**Local utilization**

(6 px per um) 6 x 6 tiles, from white (low) to dark blue (high), 0 to 100% covered.
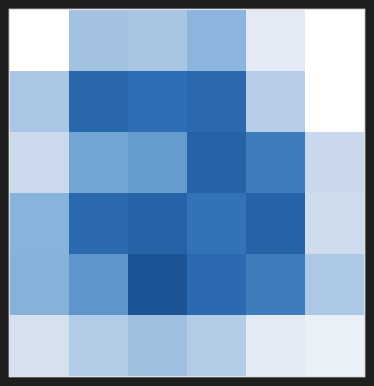
**Routed metal, one colour a layer**

(8 px per um)
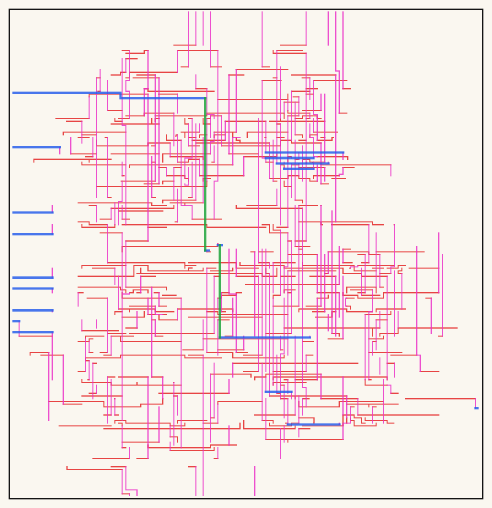
**Clock routing**

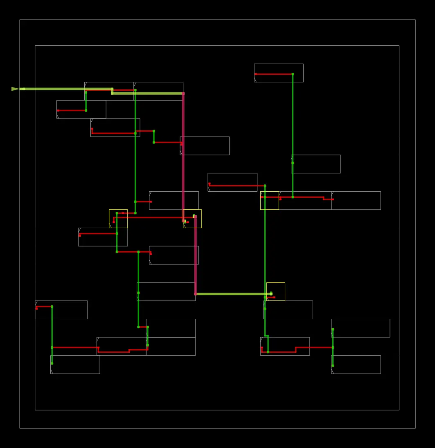
**Power grid**

(6 px per um) Pins as bars on the die edge. Tap cells in grey.
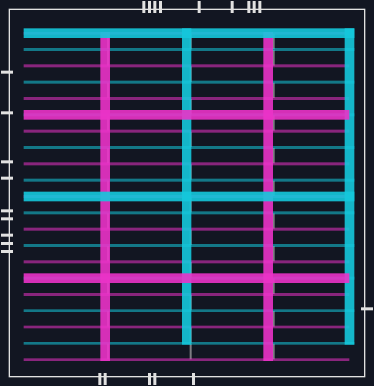
**Register map, names as in the netlist**

(8 px per um)
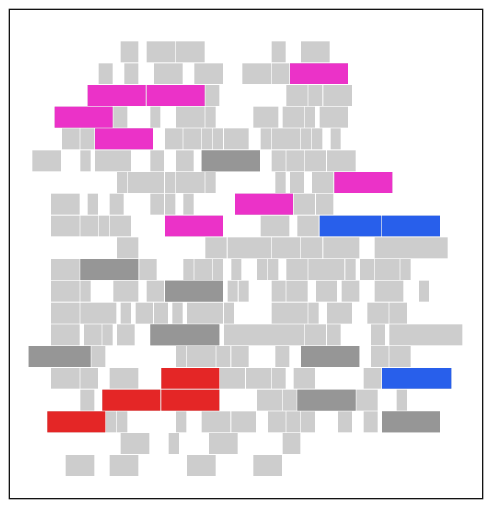
File: config.mk
export PLATFORM = sky130hd
export DESIGN_NAME = seq_pattern_detect_param
export DESIGN_NICKNAME = d
export VERILOG_FILES = /design/src/rtl/seq_pattern_detect_param.sv
export SDC_FILE = /design/constraint.sdc
export NUM_CORES = 1
export LEC_CHECK = 0
export CORE_AREA = 2 2 57 59
export DETAILED_ROUTE_END_ITERATION = 10
export DIE_AREA = 0 0 59 61
export GPL_TIMING_DRIVEN = 0
export PLACE_DENSITY = 0.68
export SLEW_MARGIN = 20
export SYNTH_ARGS = -nofsm -noshare
export SYNTH_HDL_FRONTEND = slang
export SYNTH_SLANG_ARGS = --single-unit
File: constraint.sdc
create_clock -name clk -period 2.6 [get_ports clk]
set_input_delay 0.52 -clock clk [delete_from_list [all_inputs] [get_ports clk]]
set_output_delay 0.52 -clock clk [all_outputs]
set_load 0.005 [all_outputs]
File: src/rtl/seq_pattern_detect_param.sv
// seq_pattern_detect_param: programmable serial pattern detector with Mealy pulse and saturating match counter
module seq_pattern_detect_param #(
  parameter int PAT_W = 4,
  parameter int CNT_W = 8
) (
  input  logic                         clk,
  input  logic                         rst,
  input  logic                         din,
  input  logic                         valid,
  input  logic                         cfg_load,
  input  logic [PAT_W-1:0]             cfg_pattern,
  input  logic [$clog2(PAT_W+1)-1:0]   cfg_len,
  input  logic                         cfg_overlap,
  input  logic                         count_clr,
  output logic                         pattern_detector,
  output logic [CNT_W-1:0]             match_count,
  output logic                         cnt_sat
);
  localparam int LW = $clog2(PAT_W + 1);
  logic [PAT_W-2:0] r_hist;
  logic [LW-1:0]    r_fill, r_len, w_len;
  logic [PAT_W-1:0] r_pat, w_win, w_mask;
  logic             r_ovl, r_sat, w_fill_ok;
  logic [CNT_W-1:0] r_cnt;
  always_comb begin
    w_win = {r_hist, din};
    w_mask = {PAT_W{1'b1}} >> (PAT_W - int'(r_len));
    w_fill_ok = ({1'b0, r_fill} + 1'b1) >= {1'b0, r_len};
    w_len = (cfg_len == '0 || cfg_len > LW'(PAT_W)) ? LW'(PAT_W) : cfg_len;
    pattern_detector = ~rst & valid & ~cfg_load & w_fill_ok & (((w_win ^ r_pat) & w_mask) == '0);
  end
  always_ff @(posedge clk) begin
    if (rst) begin
      r_hist <= '0;
      r_fill <= '0;
      r_pat  <= '0;
      r_len  <= LW'(PAT_W);
      r_ovl  <= 1'b1;
      r_cnt  <= '0;
      r_sat  <= 1'b0;
    end else begin
      if (cfg_load) begin
        r_pat  <= cfg_pattern;
        r_len  <= w_len;
        r_ovl  <= cfg_overlap;
        r_hist <= '0;
        r_fill <= '0;
      end else if (valid) begin
        // a non-overlapping match consumes the bits that formed it
        if (pattern_detector && !r_ovl) begin
          r_hist <= '0;
          r_fill <= '0;
        end else begin
          r_hist <= w_win[PAT_W-2:0];
          r_fill <= (r_fill == LW'(PAT_W - 1)) ? r_fill : r_fill + 1'b1;
        end
      end
      if (count_clr) begin
        r_cnt <= pattern_detector ? CNT_W'(1) : '0;
        r_sat <= 1'b0;
      end else if (pattern_detector && r_cnt != '1) begin
        r_cnt <= r_cnt + 1'b1;
        r_sat <= r_sat | (r_cnt == ~CNT_W'(1));
      end
    end
  end
  assign match_count = r_cnt;
  assign cnt_sat = r_sat;
endmodule
==> flow_summary.rst <==
Flow metrics
------------

.. list-table::
   :header-rows: 1

   * - Metric
     - Value
   * - Worst R2R End
     - match_count[5]
   * - Row count
     - 20
   * - Count of plain and timing-repair buffers
     - 35
   * - Clock buf count
     - 3
   * - Worst setup EP type
     - output port
   * - Combinational Gates
     - 111
   * - PwrDens
     - 395.1 nW/um^2
   * - Final cell area excluding filler cells
     - 1655 um^2
   * - Synthesis-to-finish area growth
     - 29.45%
   * - Worst hold slack
     - 0.4968 ns
   * - Top cells by area
     - sky130_fd_sc_hd__dfxtp_1 36%, sky130_fd_sc_hd__ha_1 8.8%, sky130_fd_sc_hd__a21oi_1 4.7%
   * - Count of library flops with an enable pin
     - 0
   * - Area of all sequential standard cells
     - 470.5 um^2
   * - Placed standard-cell area
     - 1540 um^2
   * - Largest net degree at the start of global routing
     - 15
   * - Data arrival time of the worst path
     - 1.94 ns
   * - Number of stages on the worst hold path
     - 2
   * - HPWL reported at the end of detailed placement
     - 2.083 mm
   * - Sequential fraction of total cell area
     - 28.42%
   * - Reported leakage power
     - 0.6537 nW
   * - Grt ovf
     - 0
   * - Share of Yosys cell area claimed by the top area cell type
     - 36.01%
   * - Area of the die
     - 3599 um^2
   * - Final critical-path share of the clock period
     - 94.74%
   * - Drt initial violations
     - 33
   * - Netlist area before placement
     - 1279 um^2
   * - Tot Pwr
     - 654.0 uW
   * - Post-synthesis chip area from yosys
     - 1279 um^2
   * - Ys flops
     - 23
   * - First-pass GRT wire length
     - 4.623 mm
   * - Max Clk Rate
     - 0.4060 GHz
   * - Kind of path behind the tightest hold check
     - reg2reg
   * - Final setup vio count
     - 0
   * - Sum of negative setup slack
     - 0 ns
   * - Per-cell via count in the routed design
     - 5.407
   * - Maximum level of the CTS H-tree
     - 1
   * - Final Core Density
     - 56.06%
   * - Buffer cell driving the clock tree root
     - sky130_fd_sc_hd__clkbuf_4
   * - Result of the run
     - finished clean
   * - Min-Delay Startpoint
     - r_len[1]
   * - Clock transition at the registers of the reported paths
     - 0.14 ns
   * - Layout fillers
     - 280
   * - Initial antenna violation count
     - 0
## Picture notes: 'local utilization'
nearly empty tiles: 8.3%
mean over tiles: 45%
emptiest ninth of the die: top right

## Picture notes: 'routed metal, one colour a layer'
legend:
  blue:
    layer: met3
    wire_length: 107 um
  green:
    layer: met4
    wire_length: 30.6 um
  red:
    layer: met1
    wire_length: 1310 um
  magenta:
    layer: met2
    wire_length: 1330 um
GRT Resource Usage Total: 17.10%
routed length per instance: 12.84 um
total wirelength of the detailed-routed design: 2.774 mm
Via Count: 1168

## Picture notes: 'clock routing'
clock distribution power: 173 uW
CTS Buf Count: 3
FF+latch count: 23
Final Skew: 0.008973 ns
insertion delay at the late pin of the worst-skew pair: 0.32 ns

## Picture notes: 'power grid'
legend:
  magenta:
    net: VSS
  cyan:
    net: VDD
rows: 20
tap cells: 33
met5 straps: 4
met1 rails: 21
signal pins: 24
standard cell core area: 2953 um^2
vertical die dimension: 61 um
Worst VDD drop: 353.4 uV
Die Wd: 59 um

## Picture notes: 'register map, names as in the netlist'
legend:
  magenta:
    signal: match_count
    sequential_cells: 8
  red:
    signal: r_pat
    sequential_cells: 4
  blue:
    signal: r_fill
    sequential_cells: 3

-- per-layer routing --
| metal | global-route usage (%) | part of all wire (%) | vias up |
|---|---|---|---|
| li1 | - | - | 602 |
| met3 | 4.051 | 3.9 | 4 |
| met1 | 21.72 | 47 | 534 |
| met5 | 0 | 0 | - |
| met4 | 6.169 | 1.1 | 0 |
| met2 | 28.41 | 48 | 28 |
-- repair_timing --
item | CTS | global route
endpoints found under the setup margin | 1 | 1
buffers inserted | 5 | 2
pin swaps | 6 | 2
resized | 15 | 3
-- worst max-delay path, cell delays in order, from the launching register on --
cell	delay (ns)
sky130_fd_sc_hd__dfxtp_4	0.38
sky130_fd_sc_hd__ha_4	0.16
sky130_fd_sc_hd__ha_4	0.26
sky130_fd_sc_hd__inv_1	0.04
sky130_fd_sc_hd__ha_1	0.18
sky130_fd_sc_hd__a31oi_1	0.17
sky130_fd_sc_hd__o21ai_2	0.08
sky130_fd_sc_hd__and3b_2	0.24
sky130_fd_sc_hd__buf_2	0.13
-- where the power goes --
| part | internal, mW | switching, mW |
|---|---|---|
| clock network | 0.0588 | 0.114 |
| registers | 0.361 | 0.00786 |
| logic | 0.0610 | 0.0511 |
-- registers in the layout, summed over array words and instances (netlist names) --
name,count
cnt_sat,1
match_count,8
r_fill,3
r_hist,3
r_len,3
r_ovl,1
r_pat,4
-- cells by family (layout without fill, tap and decap cells) --
group | count (synthesis) | after routing | share of synthesized area, %
AOI/OAI and AO/OA | 33 | 33 | 18.79
xor gates and xnor gates | 4 | 4 | 2.740
adders and majority gates | 9 | 9 | 8.806
buffers and inverters | 17 | 49 | 5.088
DFF | 23 | 23 | 36.01
muxes | 5 | 5 | 3.914
and+or+nand+nor | 60 | 60 | 24.66
Power is estimated from default activity; no workload was simulated.
